--- src/rtl/vc_miss_sequencer_pkg.sv ---
// vc_pkg: shared types and constants for the victim-cache miss sequencer.
//   vc_seq_state_t : miss sequencer FSM encoding
//   VcOffset/VcLine: default line geometry shared with the victim cache
//   line_align()   : clears the line-offset bits of a byte address
package vc_pkg;

   localparam int unsigned VcOffset = 5;
   localparam int unsigned VcLine   = 8 * (2 ** VcOffset);

   typedef enum logic [2:0] {
      StIdle,
      StProbe,
      StMemRd,
      StVcWr,
      StResp
   } vc_seq_state_t;

   function automatic logic [31:0] line_align(input logic [31:0] addr, input int unsigned offset);
      return addr & (32'hFFFF_FFFF << offset);
   endfunction

endpackage

--- src/rtl/vc_miss_sequencer_if.sv ---
// vc_miss_sequencer_if: L1 miss, victim cache and physical-memory signals of the sequencer.
//   master : the sequencer side (takes L1 requests, issues vc/pmem commands)
//   slave  : the surrounding system (L1 control, victim cache, memory)
interface vc_miss_sequencer_if
   import vc_pkg::*;
#(
   parameter int unsigned LineW = VcLine
);
   // L1 control
   logic              l1_req;
   logic [31:0]       l1_addr;
   logic              l1_evict;
   logic [31:0]       l1_evict_addr;
   logic [LineW-1:0]  l1_evict_data;
   logic              l1_evict_dirty;
   logic              l1_resp;
   logic [LineW-1:0]  l1_rdata;
   logic              l1_from_vc;
   // Victim cache
   logic              vc_read;
   logic              vc_write;
   logic [31:0]       vc_mem_address;
   logic [LineW-1:0]  vc_mem_wdata;
   logic              vc_is_dirty;
   logic [LineW-1:0]  vc_rdata;
   logic              vc_rdata_exists;
   // Physical memory
   logic              pmem_read;
   logic [31:0]       pmem_address;
   logic [LineW-1:0]  pmem_rdata;
   logic              pmem_resp;

   modport master (
      input  l1_req, l1_addr, l1_evict, l1_evict_addr, l1_evict_data, l1_evict_dirty,
      output l1_resp, l1_rdata, l1_from_vc,
      output vc_read, vc_write, vc_mem_address, vc_mem_wdata, vc_is_dirty,
      input  vc_rdata, vc_rdata_exists,
      output pmem_read, pmem_address,
      input  pmem_rdata, pmem_resp
   );

   modport slave (
      output l1_req, l1_addr, l1_evict, l1_evict_addr, l1_evict_data, l1_evict_dirty,
      input  l1_resp, l1_rdata, l1_from_vc,
      input  vc_read, vc_write, vc_mem_address, vc_mem_wdata, vc_is_dirty,
      output vc_rdata, vc_rdata_exists,
      input  pmem_read, pmem_address,
      output pmem_rdata, pmem_resp
   );

endinterface

--- src/rtl/vc_miss_sequencer_sat_counter.sv ---
// vc_sat_counter: up-counter that sticks at its all-ones value instead of wrapping.
//   clk_i   : clock
//   rst_ni  : asynchronous active-low reset, clears the count
//   inc_i   : increment request for this cycle
//   count_o : current count
module vc_sat_counter #(
   parameter int unsigned CNT_W = 16
) (
   input  logic             clk_i,
   input  logic             rst_ni,
   input  logic             inc_i,
   output logic [CNT_W-1:0] count_o
);

   logic [CNT_W-1:0] count_q, count_d;

   always_comb begin
      count_d = count_q;
      if (inc_i && (count_q != {CNT_W{1'b1}})) begin
         count_d = count_q + CNT_W'(1);
      end
   end

   always_ff @(posedge clk_i or negedge rst_ni) begin
      if (!rst_ni) begin
         count_q <= '0;
      end else begin
         count_q <= count_d;
      end
   end

   assign count_o = count_q;

endmodule

--- src/rtl/vc_miss_sequencer.sv ---
// vc_miss_sequencer: runs one L1 miss through victim-cache probe, optional memory read,
// victim write-back into the victim cache and the L1 fill response.
//   clk_i, rst_ni   : clock, asynchronous active-low reset
//   bus_io          : L1 / victim cache / memory signals (vc_miss_sequencer_if.master)
//   stat_hits_o     : saturating victim-cache hit count
//   stat_misses_o   : saturating victim-cache miss count
module vc_miss_sequencer
   import vc_pkg::*;
#(
   parameter int unsigned s_offset  = VcOffset,
   parameter int unsigned s_line    = 8 * (2 ** s_offset),
   parameter int unsigned PROBE_TMO = 4,
   parameter int unsigned CNT_W     = 16
) (
   input  logic                clk_i,
   input  logic                rst_ni,
   vc_miss_sequencer_if.master bus_io,
   output logic [CNT_W-1:0]    stat_hits_o,
   output logic [CNT_W-1:0]    stat_misses_o
);

   localparam int unsigned TmoW = $clog2(PROBE_TMO + 1);

   vc_seq_state_t     state_q, state_d;
   logic [TmoW-1:0]   cnt_q, cnt_d;
   logic [31:0]       addr_q, addr_d;
   logic              evict_q, evict_d;
   logic [31:0]       ev_addr_q, ev_addr_d;
   logic [s_line-1:0] ev_data_q, ev_data_d;
   logic              ev_dirty_q, ev_dirty_d;
   logic [s_line-1:0] line_q, line_d;
   logic              from_vc_q, from_vc_d;
   logic              vc_read_q, vc_read_d;
   logic              vc_write_q, vc_write_d;
   logic              pmem_read_q, pmem_read_d;
   logic              l1_resp_q, l1_resp_d;
   logic [31:0]       vc_addr_q, vc_addr_d;
   logic [31:0]       pmem_addr_q, pmem_addr_d;
   logic              hit_inc, miss_inc;

   always_comb begin
      state_d    = state_q;
      cnt_d      = cnt_q;
      addr_d     = addr_q;
      evict_d    = evict_q;
      ev_addr_d  = ev_addr_q;
      ev_data_d  = ev_data_q;
      ev_dirty_d = ev_dirty_q;
      line_d     = line_q;
      from_vc_d  = from_vc_q;
      hit_inc    = 1'b0;
      miss_inc   = 1'b0;

      unique case (state_q)
         StIdle: begin
            if (bus_io.l1_req) begin
               addr_d     = line_align(bus_io.l1_addr, s_offset);
               evict_d    = bus_io.l1_evict;
               ev_addr_d  = line_align(bus_io.l1_evict_addr, s_offset);
               ev_data_d  = bus_io.l1_evict_data;
               ev_dirty_d = bus_io.l1_evict_dirty;
               cnt_d      = TmoW'(1);
               state_d    = StProbe;
            end
         end
         StProbe: begin
            // A hit in the timeout cycle still counts as a hit.
            if (bus_io.vc_rdata_exists) begin
               line_d    = bus_io.vc_rdata;
               from_vc_d = 1'b1;
               hit_inc   = 1'b1;
               state_d   = evict_q ? StVcWr : StResp;
            end else if (cnt_q == TmoW'(PROBE_TMO)) begin
               miss_inc = 1'b1;
               state_d  = StMemRd;
            end else begin
               cnt_d = cnt_q + TmoW'(1);
            end
         end
         StMemRd: begin
            if (bus_io.pmem_resp) begin
               line_d    = bus_io.pmem_rdata;
               from_vc_d = 1'b0;
               state_d   = evict_q ? StVcWr : StResp;
            end
         end
         StVcWr: begin
            if (bus_io.vc_rdata_exists) begin
               state_d = StResp;
            end
         end
         StResp: begin
            state_d = StIdle;
         end
         default: begin
            state_d = StIdle;
         end
      endcase

      // Commands are decoded from the next state so they are registered and line up with it.
      vc_read_d   = (state_d == StProbe);
      vc_write_d  = (state_d == StVcWr);
      pmem_read_d = (state_d == StMemRd);
      l1_resp_d   = (state_d == StResp);
      vc_addr_d   = vc_read_d ? addr_d : (vc_write_d ? ev_addr_d : 32'd0);
      pmem_addr_d = pmem_read_d ? addr_d : 32'd0;
   end

   always_ff @(posedge clk_i or negedge rst_ni) begin
      if (!rst_ni) begin
         state_q     <= StIdle;
         cnt_q       <= '0;
         addr_q      <= '0;
         evict_q     <= 1'b0;
         ev_addr_q   <= '0;
         ev_data_q   <= '0;
         ev_dirty_q  <= 1'b0;
         line_q      <= '0;
         from_vc_q   <= 1'b0;
         vc_read_q   <= 1'b0;
         vc_write_q  <= 1'b0;
         pmem_read_q <= 1'b0;
         l1_resp_q   <= 1'b0;
         vc_addr_q   <= '0;
         pmem_addr_q <= '0;
      end else begin
         state_q     <= state_d;
         cnt_q       <= cnt_d;
         addr_q      <= addr_d;
         evict_q     <= evict_d;
         ev_addr_q   <= ev_addr_d;
         ev_data_q   <= ev_data_d;
         ev_dirty_q  <= ev_dirty_d;
         line_q      <= line_d;
         from_vc_q   <= from_vc_d;
         vc_read_q   <= vc_read_d;
         vc_write_q  <= vc_write_d;
         pmem_read_q <= pmem_read_d;
         l1_resp_q   <= l1_resp_d;
         vc_addr_q   <= vc_addr_d;
         pmem_addr_q <= pmem_addr_d;
      end
   end

   vc_sat_counter #(
      .CNT_W (CNT_W)
   ) u_hit_cnt (
      .clk_i   (clk_i),
      .rst_ni  (rst_ni),
      .inc_i   (hit_inc),
      .count_o (stat_hits_o)
   );

   vc_sat_counter #(
      .CNT_W (CNT_W)
   ) u_miss_cnt (
      .clk_i   (clk_i),
      .rst_ni  (rst_ni),
      .inc_i   (miss_inc),
      .count_o (stat_misses_o)
   );

   assign bus_io.l1_resp        = l1_resp_q;
   assign bus_io.l1_rdata       = line_q;
   assign bus_io.l1_from_vc     = from_vc_q;
   assign bus_io.vc_read        = vc_read_q;
   assign bus_io.vc_write       = vc_write_q;
   assign bus_io.vc_mem_address = vc_addr_q;
   // Victim data only shows on the bus while the write command is up.
   assign bus_io.vc_mem_wdata   = vc_write_q ? ev_data_q : '0;
   assign bus_io.vc_is_dirty    = vc_write_q & ev_dirty_q;
   assign bus_io.pmem_read      = pmem_read_q;
   assign bus_io.pmem_address   = pmem_addr_q;

endmodule

--- src/flat_wrapper.sv ---
// flat-port wrapper written by rule: the top's interface ports become plain ports
module vc_miss_sequencer_flat import vc_pkg::*;
#(
   parameter int unsigned s_offset  = VcOffset,
   parameter int unsigned s_line    = 8 * (2 ** s_offset),
   parameter int unsigned PROBE_TMO = 4,
   parameter int unsigned CNT_W     = 16
)
  (clk_i, rst_ni, stat_hits_o, stat_misses_o, bus_io_l1_req, bus_io_l1_addr, bus_io_l1_evict, bus_io_l1_evict_addr, bus_io_l1_evict_data, bus_io_l1_evict_dirty, bus_io_l1_resp, bus_io_l1_rdata, bus_io_l1_from_vc, bus_io_vc_read, bus_io_vc_write, bus_io_vc_mem_address, bus_io_vc_mem_wdata, bus_io_vc_is_dirty, bus_io_vc_rdata, bus_io_vc_rdata_exists, bus_io_pmem_read, bus_io_pmem_address, bus_io_pmem_rdata, bus_io_pmem_resp);
  vc_miss_sequencer_if bus_io_i ();
  input  logic clk_i;
  input  logic rst_ni;
  output logic [CNT_W-1:0] stat_hits_o;
  output logic [CNT_W-1:0] stat_misses_o;
  input wire logic [$bits(bus_io_i.l1_req)-1:0] bus_io_l1_req;
  input wire logic [$bits(bus_io_i.l1_addr)-1:0] bus_io_l1_addr;
  input wire logic [$bits(bus_io_i.l1_evict)-1:0] bus_io_l1_evict;
  input wire logic [$bits(bus_io_i.l1_evict_addr)-1:0] bus_io_l1_evict_addr;
  input wire logic [$bits(bus_io_i.l1_evict_data)-1:0] bus_io_l1_evict_data;
  input wire logic [$bits(bus_io_i.l1_evict_dirty)-1:0] bus_io_l1_evict_dirty;
  output wire logic [$bits(bus_io_i.l1_resp)-1:0] bus_io_l1_resp;
  output wire logic [$bits(bus_io_i.l1_rdata)-1:0] bus_io_l1_rdata;
  output wire logic [$bits(bus_io_i.l1_from_vc)-1:0] bus_io_l1_from_vc;
  output wire logic [$bits(bus_io_i.vc_read)-1:0] bus_io_vc_read;
  output wire logic [$bits(bus_io_i.vc_write)-1:0] bus_io_vc_write;
  output wire logic [$bits(bus_io_i.vc_mem_address)-1:0] bus_io_vc_mem_address;
  output wire logic [$bits(bus_io_i.vc_mem_wdata)-1:0] bus_io_vc_mem_wdata;
  output wire logic [$bits(bus_io_i.vc_is_dirty)-1:0] bus_io_vc_is_dirty;
  input wire logic [$bits(bus_io_i.vc_rdata)-1:0] bus_io_vc_rdata;
  input wire logic [$bits(bus_io_i.vc_rdata_exists)-1:0] bus_io_vc_rdata_exists;
  output wire logic [$bits(bus_io_i.pmem_read)-1:0] bus_io_pmem_read;
  output wire logic [$bits(bus_io_i.pmem_address)-1:0] bus_io_pmem_address;
  input wire logic [$bits(bus_io_i.pmem_rdata)-1:0] bus_io_pmem_rdata;
  input wire logic [$bits(bus_io_i.pmem_resp)-1:0] bus_io_pmem_resp;
  assign bus_io_i.l1_req = bus_io_l1_req;
  assign bus_io_i.l1_addr = bus_io_l1_addr;
  assign bus_io_i.l1_evict = bus_io_l1_evict;
  assign bus_io_i.l1_evict_addr = bus_io_l1_evict_addr;
  assign bus_io_i.l1_evict_data = bus_io_l1_evict_data;
  assign bus_io_i.l1_evict_dirty = bus_io_l1_evict_dirty;
  assign bus_io_l1_resp = bus_io_i.l1_resp;
  assign bus_io_l1_rdata = bus_io_i.l1_rdata;
  assign bus_io_l1_from_vc = bus_io_i.l1_from_vc;
  assign bus_io_vc_read = bus_io_i.vc_read;
  assign bus_io_vc_write = bus_io_i.vc_write;
  assign bus_io_vc_mem_address = bus_io_i.vc_mem_address;
  assign bus_io_vc_mem_wdata = bus_io_i.vc_mem_wdata;
  assign bus_io_vc_is_dirty = bus_io_i.vc_is_dirty;
  assign bus_io_i.vc_rdata = bus_io_vc_rdata;
  assign bus_io_i.vc_rdata_exists = bus_io_vc_rdata_exists;
  assign bus_io_pmem_read = bus_io_i.pmem_read;
  assign bus_io_pmem_address = bus_io_i.pmem_address;
  assign bus_io_i.pmem_rdata = bus_io_pmem_rdata;
  assign bus_io_i.pmem_resp = bus_io_pmem_resp;
  vc_miss_sequencer #(.s_offset(s_offset), .s_line(s_line), .PROBE_TMO(PROBE_TMO), .CNT_W(CNT_W)) u_core (.clk_i(clk_i), .rst_ni(rst_ni), .bus_io(bus_io_i), .stat_hits_o(stat_hits_o), .stat_misses_o(stat_misses_o));
endmodule
--- config.mk ---
export PLATFORM = sky130hd
export DESIGN_NAME = vc_miss_sequencer_flat
export DESIGN_NICKNAME = d
export VERILOG_FILES = /design/src/rtl/vc_miss_sequencer_pkg.sv /design/src/rtl/vc_miss_sequencer_if.sv /design/src/rtl/vc_miss_sequencer_sat_counter.sv /design/src/rtl/vc_miss_sequencer.sv /design/src/flat_wrapper.sv
export SDC_FILE = /design/constraint.sdc
export NUM_CORES = 1
export LEC_CHECK = 0
export CORE_AREA = 2 2 566 568
export DETAILED_ROUTE_END_ITERATION = 12
export DIE_AREA = 0 0 568 570
export HOLD_SLACK_MARGIN = 0.08
export SYNTH_ARGS = -nofsm -noshare
export SYNTH_HDL_FRONTEND = slang
export SYNTH_SLANG_ARGS = --single-unit
--- constraint.sdc ---
create_clock -name clk_i -period 2.8 [get_ports clk_i]
set_input_delay 0.56 -clock clk_i [delete_from_list [all_inputs] [get_ports clk_i]]
set_output_delay 0.56 -clock clk_i [all_outputs]
set_load 0.03 [all_outputs]
Figure 1. Wire density map.
(0.5 px per micron) The die is cut into 28 by 28 equal tiles; dark purple is low, yellow is high, scaled to the fullest tile. Values are wire area over tile area, all layers added.
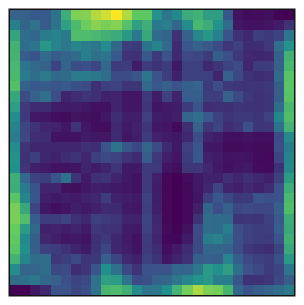
- nearly empty tiles: 1.4%
- mean over tiles: 0.16
- tiles over half the peak: 12%
- emptiest ninth of the die: middle
- densest ninth of the die: top left
- fullest tile: 0.64

==> results.cfg <==
; implementation run metrics
[floorplan]
die_h_microns = 570
dieArea_sq_mm = 0.324

[power]
top_power_group = combinational logic
comb_power_w = 0.0333
p_leak_nw = 22.4
fin_total_pwr_w = 0.0638
ir_drop_uv = 694
p_clk_share_pct = 20.6
seq_power_w = 0.0173

[synthesis]
top_area_cell = dfrtp_1
yosys-top-cells-area = dfrtp_1, mux2_2, nand2_1
ys_sh_xor_pct = 0.770
synth.most_common_cell = dfrtp_1
syn_avg_cell_area_sq_um = 10.5
edf_count = 0

[setup_path]
path_buffers = 5
critPathKind = flip-flop to primary output
r2r_setup_slack_ns = 0.47
worstPathMaxFanout = 6
cp.required_ns = 2.24
cp-start-kind = flip-flop

[routing]
detail_route.wl_per_cell_microns = 31.8
drc_errors = 0
routed-wl-met3_microns = 48500

[final_layout]
regArea_sq_mm = 0.0171
final-nonclk-buf-share_pct = 32.5
lay_top_count = clkdlybuf4s50_1
largest_class = buffers

[final_timing]
setup_ws_ns = -0.0835
finalClockSkew_ns = 0.0467
max_freq_mhz = 347
finalClockPeriodUsage_pct = 103
fin_crit_ns = 2.88
fin_tns_setup_ns = -7.54
setup_viol = 156

[grt]
antenna_found_initial = 332
grt_start_max_net_pins = 72
met1_usage_pct = 15.9
grt_pass1_vias = 28504
top_usage_layer = met2
grt_pass1_wl_microns = 333000
grt_use_met3_pct = 13.4

[place]
port_buffers = 1442

[outcome]
failed_checks = setup timing
status = complete, but fails checks

[clock_network]
cts_tree = done
clock.latency.late_pin_ns = 0.82
Figure 2. Met3 routing.
(1 px per micron) Cells faint in the background.
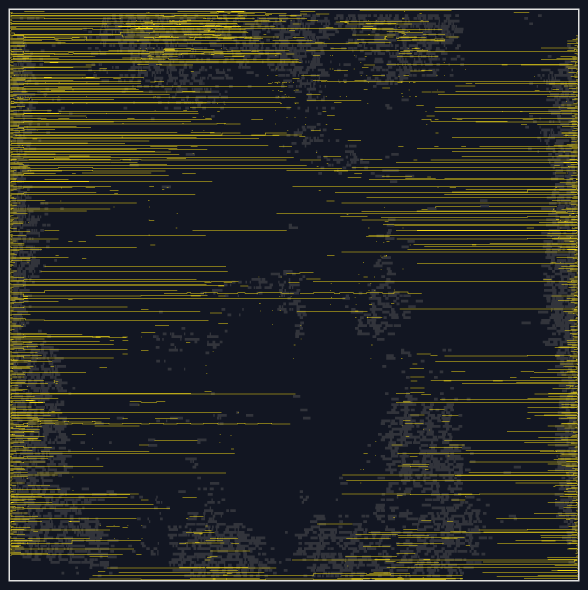
- share of all routed wire: 18%
- wire length on this layer: 48.5 mm
- main direction: horizontal
- longest straight run: 335 microns

